==> src/rtl/cpu_sequencer.sv <==
// Instruction sequencer: fetches one word per instruction from a combinational ROM,
// decodes it for a register file/ALU, and handles start, single-step and halt control.
module cpu_sequencer #(
    parameter int PC_W = 6,
    parameter int IW   = 11
) (
    input  logic            clk,
    input  logic            rst_n,
    input  logic            start,
    input  logic            step_mode,
    input  logic            step,
    input  logic [IW-1:0]   instr,
    output logic [PC_W-1:0] pc,
    output logic            reg_we,
    output logic [1:0]      dst,
    output logic [2:0]      op,
    output logic [1:0]      src_a,
    output logic [1:0]      src_b,
    output logic            running,
    output logic            halted,
    output logic            err,
    output logic [7:0]      retired
);

    typedef enum logic [2:0] {
        S_IDLE,
        S_FETCH,
        S_EXEC,
        S_PAUSE,
        S_HALT
    } state_t;

    state_t        state;
    state_t        state_nx;
    logic [IW-1:0] ir;
    logic          legal;

    assign dst     = ir[8:7];
    assign op      = ir[6:4];
    assign src_a   = ir[3:2];
    assign src_b   = ir[1:0];
    assign legal   = (ir[6:4] != 3'b011) && (ir[6:4] != 3'b110) && (ir[6:4] != 3'b111);
    assign running = (state == S_FETCH) || (state == S_EXEC) || (state == S_PAUSE);
    assign halted  = (state == S_HALT);

    always_comb begin
        state_nx = state;
        reg_we   = 1'b0;
        case (state)
            S_IDLE:  if (start) state_nx = step_mode ? S_PAUSE : S_FETCH;
            S_FETCH: state_nx = S_EXEC;
            S_EXEC: begin
                reg_we = ir[9] && legal;
                if (ir[10])         state_nx = S_HALT;
                else if (step_mode) state_nx = S_PAUSE;
                else                state_nx = S_FETCH;
            end
            S_PAUSE: if (step || !step_mode) state_nx = S_FETCH;
            S_HALT:  if (start) state_nx = step_mode ? S_PAUSE : S_FETCH;
            default: state_nx = S_IDLE;
        endcase
    end

    always_ff @(posedge clk) begin
        if (!rst_n) begin
            state   <= S_IDLE;
            pc      <= '0;
            ir      <= '0;
            err     <= 1'b0;
            retired <= '0;
        end else begin
            state <= state_nx;
            case (state)
                S_IDLE: begin
                    if (start) begin
                        pc      <= '0;
                        retired <= '0;
                    end
                end
                S_FETCH: ir <= instr;
                S_EXEC: begin
                    // Illegal opcodes still retire and advance; they only raise the sticky flag.
                    pc <= pc + PC_W'(1);
                    if (retired != 8'hFF) retired <= retired + 8'd1;
                    if (!legal) err <= 1'b1;
                end
                S_HALT: begin
                    if (start) begin
                        pc      <= '0;
                        retired <= '0;
                        err     <= 1'b0;
                    end
                end
                default: ;
            endcase
        end
    end

endmodule

==> config.mk <==
export PLATFORM = sky130hd
export DESIGN_NAME = cpu_sequencer
export DESIGN_NICKNAME = d
export VERILOG_FILES = /design/src/rtl/cpu_sequencer.sv
export SDC_FILE = /design/constraint.sdc
export NUM_CORES = 1
export LEC_CHECK = 0
export CAP_MARGIN = 0
export CORE_AREA = 2 2 65 61
export CTS_CLUSTER_DIAMETER = 40
export DETAILED_ROUTE_END_ITERATION = 7
export DIE_AREA = 0 0 67 63
export PLACE_DENSITY = 0.74
export SYNTH_ARGS = -nofsm -noshare
export SYNTH_HDL_FRONTEND = slang
export SYNTH_SLANG_ARGS = --single-unit
==> constraint.sdc <==
create_clock -name clk -period 1.8 [get_ports clk]
set_input_delay 0.36 -clock clk [delete_from_list [all_inputs] [get_ports clk]]
set_output_delay 0.36 -clock clk [all_outputs]
set_load 0.02 [all_outputs]
Run 1, the metal 2 layer:
(4 px per micron)
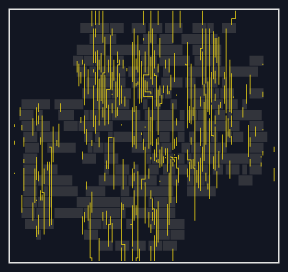
longest straight run: 21.6 microns
share of all routed wire: 45%
nets with wire on the layer: 187
drt total wl: 3.19 mm
Via Count: 1295

Run 1, layout detail:
Region (14, 23) to (54, 63) microns. Cells in gray, sequential cells in the stronger gray; small squares are vias.
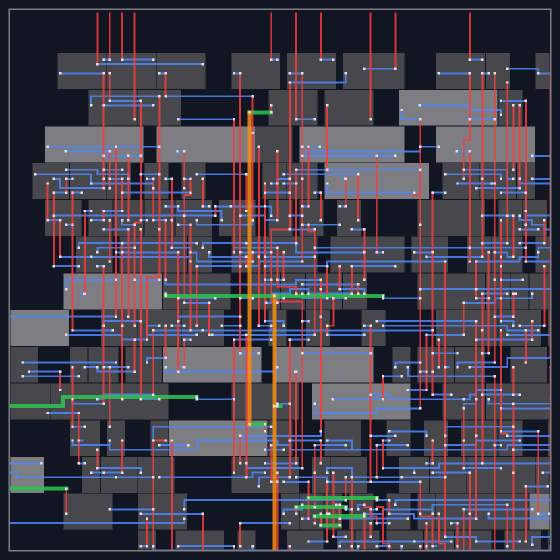
| color | layer |
|---|---|
| red | met2 |
| green | met3 |
| orange | met4 |
| blue | met1 |
cells with their middle in the window: 126
most frequent: a21oi_1 (14), buf_4 (14), clkdlybuf4s50_1 (11)
netlist names of flops here include: `retired` (8), `pc` (3)
sequential cells in the window: 12

Run 1, sequential cells grouped by signal name:
(8 px per micron) Other sequential cells in the stronger gray, the rest of the logic in the fainter gray.
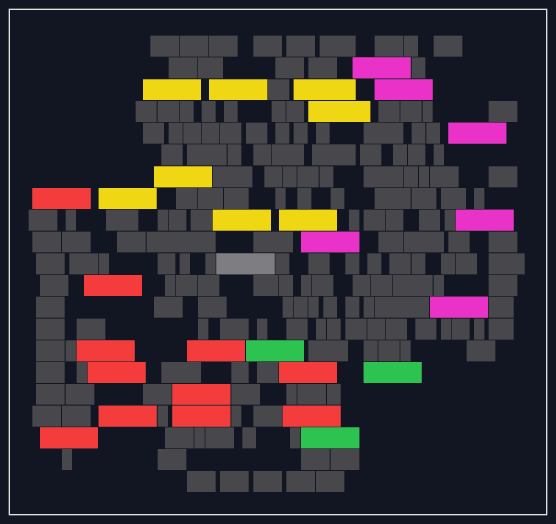
| color | name in the netlist | flops |
|---|---|---|
| yellow | `retired` | 8 |
| magenta | `pc` | 6 |
| green | `state` | 3 |
| red | `ir` | 11 |
not colored: 1
sequential cell area: 583 sq um
Final Util: 56.8%
Flop+latch power: 704 uW
Seq area share: 28.7%

Run 1, routing congestion map:
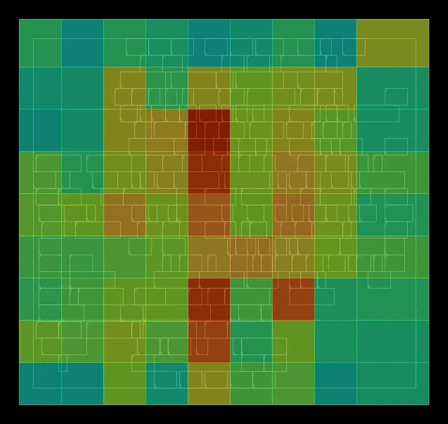
Top Usage Layer GRT: met2
GRT met3 Usage: 5.77%

==> results.py, run 1 <==
# Flow results
metrics = {
    "clocking": {
        "clock_latency_ps": 270,
        "cts_root_buffer": "clkbuf_8",
        "cts_made_buffers": 5,
        "numClockSinks": 29,
        "post_cts.repair.setup_buffers": 0,
        "cts_tree": "yes",
        "htreeDepth": 2,
        "hold_buffers": 0,
        "ctsResizeCount": 4,
        "clkTransAtPathRegs_ps": 60,
        "clk_path_buf_depth": 2,
    },
    "timing": {
        "period_used_pct": 95.9,
        "worst_clock_skew_ps": 3.96,
        "timing_hold_violations_final": 0,
        "tightest_slew_ps": 503,
        "rsz0062_at_grt": "false",
        "fin_crit_ps": 1730,
        "fin_hold_ws_ps": 489,
        "timing.setup.tns_ps": 0,
        "max_freq_mhz": 579,
        "slew_viol_final": 0,
        "setup_viol": 0,
        "slew_headroom_pct": 65.6,
        "setup_slack_ps": 72.9,
    },
    "critical_path": {
        "worstPathRequired_ps": 1440,
        "r2r_end": "retired[4]$_SDFFE_PN0P_",
        "cp_max_fo": 5,
        "criticalPathCategory": "flop to output pin",
        "crit_start": "state[2]$_SDFFE_PN0P_",
        "rr_startpoint": "retired[0]$_SDFFE_PN0P_",
        "critPathCapture": "reg_we",
        "arrival_ps": 1370,
        "startpoint_type": "flop",
        "r2r.worst_path.cells": 5,
        "r2r_setup_slack_ps": 120,
        "cp-end-kind": "output pin",
    },
    "synthesis": {
        "netlist_area_sq_mm": 0.00144,
        "syn_inst": 161,
        "synth_warnings": 0,
        "ys_area_sq_mm": 0.00144,
        "synth_cell_type_count": 36,
        "synthTopCellsByCount": "29 x dfxtp_1, 25 x nor2_1, 14 x a21oi_1, 11 x mux2i_1, 9 x buf_4",
        "synthMostInstantiatedCell": "dfxtp_1",
        "yosysTopAreaCellShare_pct": 40.3,
        "area_leaders": "dfxtp_1 40%, mux2i_1 7.6%, nor2_1 6.5%, a21oi_1 4.9%, buf_4 4.7%",
        "ys_cells": 161,
        "fp_nets": 179,
        "ys_ff": 29,
        "ff_type": "dfxtp_1",
        "edf_count": 0,
        "ys_seq_share_pct": 40.3,
        "synthArstFlopShare_pct": 0,
        "syn-mean-instance-area_sq_um": 8.95,
        "largest_area_cell": "dfxtp_1",
    },
    "pwr": {
        "p_leak_nw": 0.775,
        "pwr-share-seq_pct": 42.5,
        "comb_power_share_pct": 22.1,
        "p_per_area_mw_per_mm2": 816,
        "power.internal_mw": 1.21,
        "swShare_pct": 27.1,
        "vdd.ir_drop.worst_mv": 0.445,
        "clkPwrFrac_pct": 35.4,
        "total_power_mw": 1.66,
        "p_switching_uw": 449,
    },
    "routing": {
        "via_per_inst": 5.06,
        "postRouteAntennaNets": 0,
        "post-route-drc-count": 0,
        "dr.pass1.iters": 4,
        "wl_per_cell_microns": 12.4,
        "drt_iter0_markers": 52,
    },
    "global_route": {
        "grt_max_degree": 18,
        "grtUsageTotal_pct": 16.7,
        "gr-total-overflow": 0,
        "grt_pass1_wl_mm": 5.46,
        "grt_pass1_vias": 1234,
        "antenna_found_initial": 0,
    },
    "run": {
        "drv_cap": 0,
        "warnings": 26,
    },
    "place": {
        "place_area_sq_mm": 0.00192,
        "hpwlAfterDp_mm": 2.28,
        "dp_cells": 248,
        "io_buffers": 42,
        "place.gp.congestion": 0.810,
        "dp_slack_ps": -287,
    },
    "cells_and_area": {
        "drive_gt1_share_pct": 16.7,
        "n_antenna_cell": 0,
        "area_growth_pct": 40.9,
        "stdcell_area_sq_mm": 0.00203,
        "instances_no_fill": 256,
        "fillCellCount": 335,
        "num-nets-final": 227,
    },
    "floorplanning": {
        "dieArea_sq_mm": 0.00422,
        "die.size.y_microns": 63,
        "fp-row-count": 21,
        "coreArea_sq_mm": 0.00357,
        "fp_util_pct": 40.3,
        "io_pins": 43,
        "die_width_microns": 67,
    },
    "status": {
        "outcome": "completed",
    },
    "worst_hold_path": {
        "hold_depth": 2,
        "hold_path_class": "flop to flop",
    },
}
==> run 1: state kept, by name (all words and copies together), names as in the netlist <==
signal / cells
retired: 8
ir: 11
state: 3
pc: 6
err: 1
==> run 1: power groups by stage <==
stage	Sequential [mW]	Combinational, mW	Clock (mW)
global placement	0.717	0.363	0
global route	0.708	0.398	0.630
floorplan	0.718	0.226	0
finish	0.704	0.367	0.587
detailed placement	0.717	0.367	0
CTS	0.704	0.367	0.595
==> run 1: routing by layer <==
metal	track usage [%]	vias to the layer above	part of all wire, %
met2	25.5	38	45
met5	0	-	0
met4	7.14	0	2.1
met3	5.77	7	5.2
li1	-	660	-
met1	21.1	590	48
==> run 1: area by class of cell <==
cell class	instances	area, sq um	share of cell area [%]
Clock buffer	7	96.3	4.74
Clock inverter	1	5.00	0.246
Inverter	4	15.0	0.739
Multi-Input combinational cell	110	723	35.6
Sequential cell	29	583	28.7
Tap cell	46	57.6	2.83
Timing Repair Buffer	59	551	27.1
==> run 1: placed cells by master (no fill, tap or decap), drive strengths merged, types with 3 or more instances in the layout <==
cell,n
a21oi,14
and2,4
and3,3
buf,17
clkbuf,7
clkdlybuf4s50,37
dfxtp,29
inv,3
mux2i,11
nand2,3
nand2b,4
nand3,6
nor2,25
nor3,3
o21ai,8
o31ai,4
or3,3
or4,4
==> run 1: worst min path at each step <==
stage,startpoint,endpoint,slack [ps]
2_1_floorplan,ir[9]$_SDFFE_PN0P_,ir[9]$_SDFFE_PN0P_,450
3_3_place_gp,ir[9]$_SDFFE_PN0P_,ir[9]$_SDFFE_PN0P_,470
3_5_place_dp,pc[5]$_SDFFE_PN0P_,pc[5]$_SDFFE_PN0P_,480
4_1_cts,pc[5]$_SDFFE_PN0P_,pc[5]$_SDFFE_PN0P_,490
5_1_grt,ir[0]$_SDFFE_PN0P_,ir[0]$_SDFFE_PN0P_,530
6_report,ir[9]$_SDFFE_PN0P_,ir[9]$_SDFFE_PN0P_,490
==> run 1: worst max-delay path: stages, from the launching register on <==
cell and delay (ps):
dfxtp_1 360, nor3b_4 240, and3_1 190, clkdlybuf4s15_1 310
==> run 1: kinds of logic after synthesis <==
family,after synthesis,share of synthesized area (%)
xor+xnor,1,0.608
buf+inv,22,10.4
flops,29,40.3
compound gates,34,14.2
fa+ha+maj,2,1.74
simple gates,61,24.3
mux,12,8.42
==> run 1 -> run 2 <==
Settings changed: SKIP_LAST_GASP set to 1.
Run 2, routing congestion map:
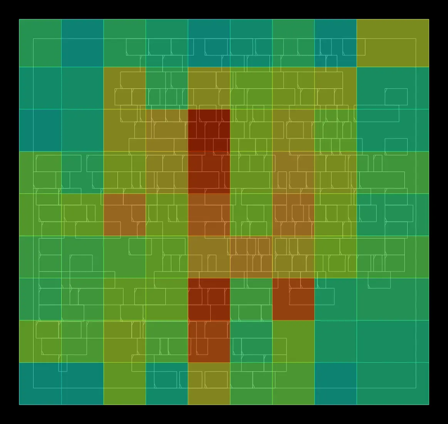
GRT met2 Usage: 25.5%
Final Util: 56.6%
GRT Total Usage: 16.7%
met1 Usage GRT: 21.1%

Run 2, the metal 2 layer:
(4 px per micron)
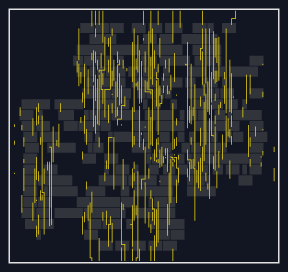
longest straight run: 21.6 microns
share of all routed wire: 45%
nets with wire on the layer: 187
wire length on this layer: 1450 microns
main direction: vertical

Run 2, gate families picked out:
(8 px per micron)
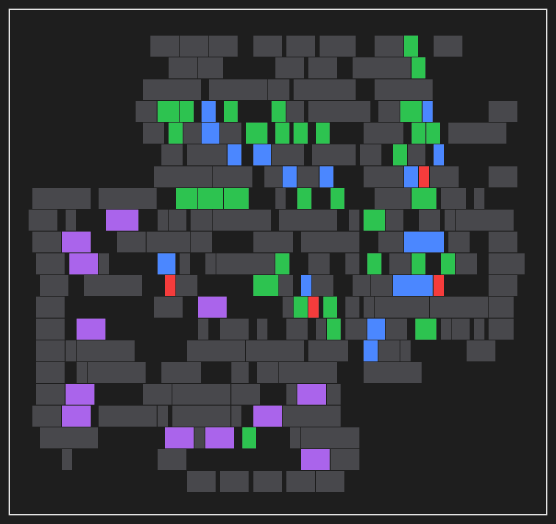
| color | family | cells |
|---|---|---|
| blue | NAND gates | 15 |
| green | inverting AOI/OAI gates | 32 |
| red | inverters | 4 |
| purple | multiplexers | 12 |
Finished Layout Cells: 256
most frequent logic cell in the layout: clkdlybuf4s50_1
fraction of area in multi-input gates: 35.3%

==> results.py, run 2 <==
# Flow results
metrics = {
    "status": {
        "outcome": "completed",
    },
    "floorplanning": {
        "dieArea_sq_mm": 0.00422,
        "io_pins": 43,
        "coreArea_sq_mm": 0.00357,
        "fp_util_pct": 40.3,
        "fp-row-count": 21,
        "die.size.y_microns": 63,
        "die_width_microns": 67,
    },
    "critical_path": {
        "cp-end-kind": "output pin",
        "slowest_delay_ps": 360,
        "cp_max_fo": 5,
        "cp_cell_sequence": "nor3b_4 > and3_1 > clkdlybuf4s15_1",
        "criticalPathCategory": "flop to output pin",
        "arrival_ps": 1370,
        "cp_top_family": "simple AND/OR/NAND/NOR gates",
        "slowest_stage": "dfxtp_1",
        "worstPathRequired_ps": 1440,
        "crit_buf_inv": 1,
        "startpoint_type": "flop",
    },
    "timing": {
        "fin_hold_ws_ps": 489,
        "setup_viol": 0,
        "period_used_pct": 95.9,
        "rsz0062_at_grt": "true",
        "max_freq_mhz": 579,
        "timing.setup.tns_ps": 0,
        "worst_clock_skew_ps": 3.56,
        "timing_hold_violations_final": 0,
        "fin_crit_ps": 1730,
        "slew_headroom_pct": 65.6,
        "tightest_slew_ps": 503,
        "slew_viol_final": 0,
    },
    "cells_and_area": {
        "reg.largest.list": "ir (11), retired (8), pc (6)",
        "largest_register": "ir",
        "drive_gt1_share_pct": 16.7,
        "layout_top_cells": "37 x clkdlybuf4s50_1, 27 x dfxtp_1, 25 x nor2_1",
        "n_antenna_cell": 0,
        "num-nets-final": 227,
        "fillCellCount": 337,
        "largest_register_ffs": 11,
        "area_growth_pct": 40.3,
    },
    "routing": {
        "vias": 1294,
        "post-route-drc-count": 0,
        "postRouteAntennaNets": 0,
        "wirelength_mm": 3.19,
        "wl_per_cell_microns": 12.4,
        "drt_iter0_markers": 46,
        "via_per_inst": 5.05,
        "dr.pass1.iters": 4,
    },
    "synthesis": {
        "ys_seq_share_pct": 40.3,
        "synthArstFlopShare_pct": 0,
        "synth_warnings": 0,
        "area_leaders": "dfxtp_1 40%, mux2i_1 7.6%, nor2_1 6.5%, a21oi_1 4.9%, buf_4 4.7%",
        "ys_cells": 161,
        "fp_nets": 179,
        "syn_inst": 161,
        "synthMostInstantiatedCell": "dfxtp_1",
        "edf_count": 0,
        "synth_cell_type_count": 36,
        "yosysTopAreaCellShare_pct": 40.3,
        "netlist_area_sq_mm": 0.00144,
        "synthTopCellsByCount": "29 x dfxtp_1, 25 x nor2_1, 14 x a21oi_1, 11 x mux2i_1, 9 x buf_4",
        "largest_area_cell": "dfxtp_1",
        "ys_ff": 29,
        "ys_area_sq_mm": 0.00144,
        "ff_type": "dfxtp_1",
        "syn-mean-instance-area_sq_um": 8.95,
    },
    "global_route": {
        "gr-total-overflow": 0,
        "grt_max_degree": 18,
        "grt_pass1_vias": 1234,
        "grt_pass1_wl_mm": 5.46,
        "antenna_found_initial": 0,
    },
    "clocking": {
        "post_cts.repair.setup_buffers": 0,
        "htreeDepth": 2,
        "numClockSinks": 29,
        "cts_made_buffers": 5,
        "clkTransAtPathRegs_ps": 60,
        "cts_root_buffer": "clkbuf_8",
        "cts_tree": "yes",
        "clk_path_buf_depth": 2,
        "clock_latency_ps": 270,
    },
    "place": {
        "place.gp.congestion": 0.810,
        "io_buffers": 42,
        "dp_cells": 248,
        "hpwlAfterDp_mm": 2.28,
    },
    "pwr": {
        "vdd.ir_drop.worst_mv": 0.445,
        "p_leak_nw": 0.775,
        "total_power_mw": 1.66,
        "p_per_area_mw_per_mm2": 819,
    },
    "worst_hold_path": {
        "hold_path_class": "flop to flop",
    },
    "run": {
        "warnings": 27,
        "drv_cap": 0,
    },
}
==> run 2: metrics by stage <==
stage / setup WS (ps) / area [sq um] / utilization, %
final: 73.2 / 2020 / 56.6
after floorplan: 22.3 / 1450 / -
after global routing: -10.1 / 2020 / 56.6
after global placement: -260 / 1920 / 53.6
after detailed placement: -287 / 1920 / 53.6
after CTS: 23.0 / 2020 / 56.4
==> run 2: per-layer routing <==
layer / GRT usage, % / part of all wire, % / up-vias / wire length, microns
li1: - / - / 660 / -
met1: 21.1 / 47 / 589 / 1510
met2: 25.5 / 45 / 38 / 1450
met3: 5.77 / 5.2 / 7 / 167
met4: 7.14 / 2.1 / 0 / 67
met5: 0 / 0 / - / 0
==> run 2: what timing repair did <==
action | 4_1_cts | 5_1_grt
hold buffers | 0 | 0
endpoints found under the setup margin | 4 | 4
resized | 4 | 3
==> run 2: kinds of logic (layout without fill, tap and decap cells) <==
kind of cell | after synthesis | after routing | share of synthesized area [%]
adder cells (fa/ha/maj) | 2 | 2 | 1.74
AND/OR/NAND/NOR | 61 | 61 | 24.3
buffers and inverters | 22 | 71 | 10.4
AND-OR/OR-AND | 34 | 34 | 14.2
flip-flops | 29 | 29 | 40.3
XOR/XNOR | 1 | 1 | 0.608
multiplexers | 12 | 12 | 8.42
==> run 2: final timing paths <==
check / from / end / slack [ps] / depth (start not counted)
max: state[2]$_SDFFE_PN0P_ / reg_we / 70 / 3
min: ir[9]$_SDFFE_PN0P_ / ir[9]$_SDFFE_PN0P_ / 490 / 2
max reg2reg: retired[0]$_SDFFE_PN0P_ / retired[5]$_SDFFE_PN0P_ / 120 / 5
min reg2reg: ir[9]$_SDFFE_PN0P_ / ir[9]$_SDFFE_PN0P_ / 490 / 2
==> run 2: layout make-up <==
cell class | count | area (sq um) | area share [%]
clock buffers | 7 | 96.3 | 4.76
clock inverters | 1 | 5.00 | 0.248
inverters | 4 | 15.0 | 0.743
multi-input cells | 110 | 714 | 35.3
flip-flops and latches | 29 | 583 | 28.8
well taps | 46 | 57.6 | 2.85
repair buffers | 59 | 551 | 27.2
==> run 2: worst min-delay path, delay by kind of cell (launching register included) <==
kind          cells  cell delay, ps
mux               1              60
simple gates      1              70
flops             1             320
==> run 2: power by group <==
part / internal, mW / switching, mW / total, mW
Clock: 0.345 / 0.241 / 0.586
Sequential: 0.676 / 0.0284 / 0.704
Combinational: 0.188 / 0.177 / 0.365
==> run 2 -> run 3 <==
Settings changed: CORE_AREA 2 2 65 61 to 2 2 67 62, DIE_AREA 0 0 67 63 to 0 0 69 64, PLACE_DENSITY 0.74 to 0.71.
Run 3, routing congestion map:
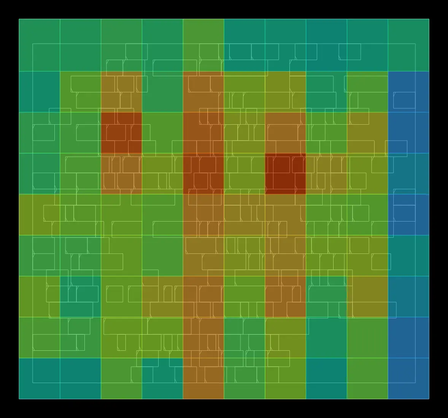
GRT Total Usage: 15.8%
GRT met3 Usage: 5.21%
GRT met2 Usage: 24.3%
Final Util: 55.4%

Run 3, sequential cells grouped by signal name:
(6 px per micron) Other sequential cells in the stronger gray, the rest of the logic in the fainter gray.
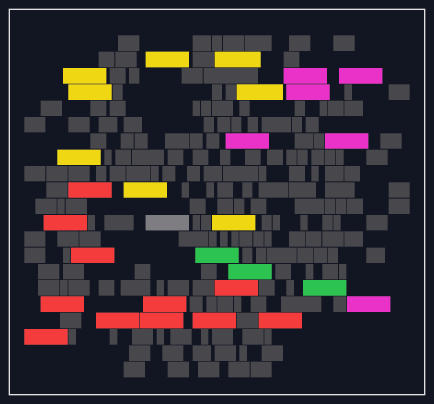
| color | name in the netlist | flops |
|---|---|---|
| red | `ir` | 11 |
| yellow | `retired` | 8 |
| magenta | `pc` | 6 |
| green | `state` | 3 |
Seq area share: 28.6%
Flop+latch power: 705 uW

Run 3, the metal 2 layer:
(4 px per micron)
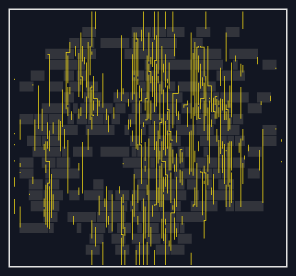
nets with wire on the layer: 197
main direction: vertical

==> results.py, run 3 <==
# Flow results
metrics = {
    "worst_hold_path": {
        "hold_path_class": "flop to flop",
    },
    "cells_and_area": {
        "stdcell_area_sq_mm": 0.00204,
        "n_antenna_cell": 0,
        "fillCellCount": 343,
        "largest_register_ffs": 11,
        "instances_no_fill": 257,
        "lay_top_count": "clkdlybuf4s50_1",
        "reg.largest.list": "ir (11), retired (8), pc (6)",
        "area_growth_pct": 41.5,
        "flop_area_sq_um": 583,
        "drive_gt1_share_pct": 17.5,
        "logic_area_sq_um": 736,
        "largest_register": "ir",
        "num-nets-final": 229,
        "layout_top_cells": "38 x clkdlybuf4s50_1, 27 x dfxtp_1, 25 x nor2_1",
    },
    "synthesis": {
        "netlist_area_sq_mm": 0.00144,
        "synthArstFlopShare_pct": 0,
        "synthMostInstantiatedCell": "dfxtp_1",
        "ys_cells": 161,
        "synth_warnings": 0,
        "ys_ff": 29,
        "syn_inst": 161,
        "yosysTopAreaCellShare_pct": 40.3,
        "largest_area_cell": "dfxtp_1",
        "ys_area_sq_mm": 0.00144,
        "area_leaders": "dfxtp_1 40%, mux2i_1 7.6%, nor2_1 6.5%, a21oi_1 4.9%, buf_4 4.7%",
        "ff_type": "dfxtp_1",
        "syn-mean-instance-area_sq_um": 8.95,
        "fp_nets": 179,
        "edf_count": 0,
        "ys_seq_share_pct": 40.3,
        "synthTopCellsByCount": "29 x dfxtp_1, 25 x nor2_1, 14 x a21oi_1, 11 x mux2i_1, 9 x buf_4",
        "synth_cell_type_count": 36,
    },
    "clocking": {
        "clk_path_buf_depth": 2,
        "numClockSinks": 29,
        "cts_made_buffers": 5,
        "clock_latency_ps": 270,
        "clkTransAtPathRegs_ps": 60,
        "cts_root_buffer": "clkbuf_8",
        "hold_buffers": 0,
        "htreeDepth": 2,
        "cts_tree": "yes",
    },
    "pwr": {
        "p_per_area_mw_per_mm2": 788,
        "p_leak_nw": 0.776,
        "vdd.ir_drop.worst_mv": 0.467,
    },
    "routing": {
        "dr.pass1.iters": 4,
        "drt_iter0_markers": 70,
        "wirelength_mm": 3.42,
        "via_per_inst": 5.04,
        "post-route-drc-count": 0,
        "wl_per_cell_microns": 13.3,
        "vias": 1295,
        "postRouteAntennaNets": 0,
    },
    "critical_path": {
        "arrival_ps": 1910,
        "cp_max_fo": 8,
        "cp-end-kind": "flop",
        "worstPathRequired_ps": 1980,
        "criticalPathCategory": "input pin to flop",
        "startpoint_type": "input pin",
        "r2r_setup_slack_ps": 100,
    },
    "timing": {
        "rsz0062_at_grt": "false",
        "period_used_pct": 96.3,
        "fin_crit_ps": 1730,
        "max_freq_mhz": 577,
        "worst_clock_skew_ps": 4.21,
        "slew_headroom_pct": 71.4,
        "timing.setup.tns_ps": 0,
        "timing_hold_violations_final": 0,
        "slew_viol_final": 0,
        "tightest_slew_ps": 418,
        "setup_viol": 0,
    },
    "floorplanning": {
        "die.size.y_microns": 64,
        "fp-row-count": 21,
        "fp_util_pct": 39.2,
        "io_pins": 43,
        "die_width_microns": 69,
        "coreArea_sq_mm": 0.00368,
        "dieArea_sq_mm": 0.00442,
    },
    "status": {
        "outcome": "completed",
    },
    "global_route": {
        "grt_max_degree": 18,
        "antenna_found_initial": 0,
        "grt_pass1_vias": 1207,
        "gr-total-overflow": 0,
        "grt_pass1_wl_mm": 5.56,
    },
    "place": {
        "io_buffers": 42,
        "place.gp.congestion": 0.826,
        "dp_cells": 250,
        "hpwlAfterDp_mm": 2.55,
        "place_area_sq_mm": 0.00193,
    },
    "run": {
        "warnings": 26,
        "drv_cap": 0,
    },
}
-- run 3: final timing paths --
check                                        startpoint                      end  depth (start not counted)
worst min register to register       ir[9]$_SDFFE_PN0P_       ir[9]$_SDFFE_PN0P_                          2
worst max-delay path                              start  retired[7]$_SDFFE_PN0P_                          7
worst min-delay path                 ir[9]$_SDFFE_PN0P_       ir[9]$_SDFFE_PN0P_                          2
worst max register to register  retired[0]$_SDFFE_PN0P_  retired[5]$_SDFFE_PN0P_                          5
-- run 3: metrics by stage --
stage	util, %	setup slack, ps	power [mW]	hold slack, ps
after floorplan	-	22.3	0.944	452
after global routing	55.4	5.53	1.69	515
after global placement	52.5	-197	1.08	471
after detailed placement	52.5	-260	1.09	478
final	55.4	67.1	1.61	485
after CTS	54.8	19.1	1.62	492
-- run 3: area by class of cell --
class | count | share of cell area, %
Sequential cell | 29 | 28.6
Tap cell | 46 | 2.82
Inverter | 4 | 0.736
Timing Repair Buffer | 61 | 27.5
Multi-Input combinational cell | 110 | 36.1
Clock buffer | 7 | 4.23
-- run 3: layer usage --
metal	track usage (%)	part of all wire (%)	up-vias
met4	6.62	0.85	0
li1	-	-	662
met2	24.3	48	32
met3	5.21	4.0	2
met1	20.2	47	599
met5	0	0	-
-- run 3: logic make-up after synthesis --
| logic type | share of synthesized area (%) |
|---|---|
| adder cells (fa/ha/maj) | 1.74 |
| AND/OR/NAND/NOR | 24.3 |
| multiplexers | 8.42 |
| buffers and inverters | 10.4 |
| XOR/XNOR | 0.608 |
| flip-flops | 40.3 |
| AND-OR/OR-AND | 14.2 |
-- run 3: power breakdown --
part	internal, mW	switching, mW
Clock	0.302	0.221
Combinational	0.193	0.186
Sequential	0.676	0.0297
Total	1.17	0.437
-- run 3: critical path: stages --
cell,delay [ps]
clkdlybuf4s50_1,460
buf_4,170
nor3b_1,130
buf_4,130
nand2b_1,170
buf_4,180
o41ai_2,300
-- run 3: what timing repair did --
item	4_1_cts	5_1_grt
setup buffers	0	0
pin swaps	0	0
resized	3	6
cloned	0	0
endpoints found under the setup margin	3	5
Power and IR drop assume default switching activity.
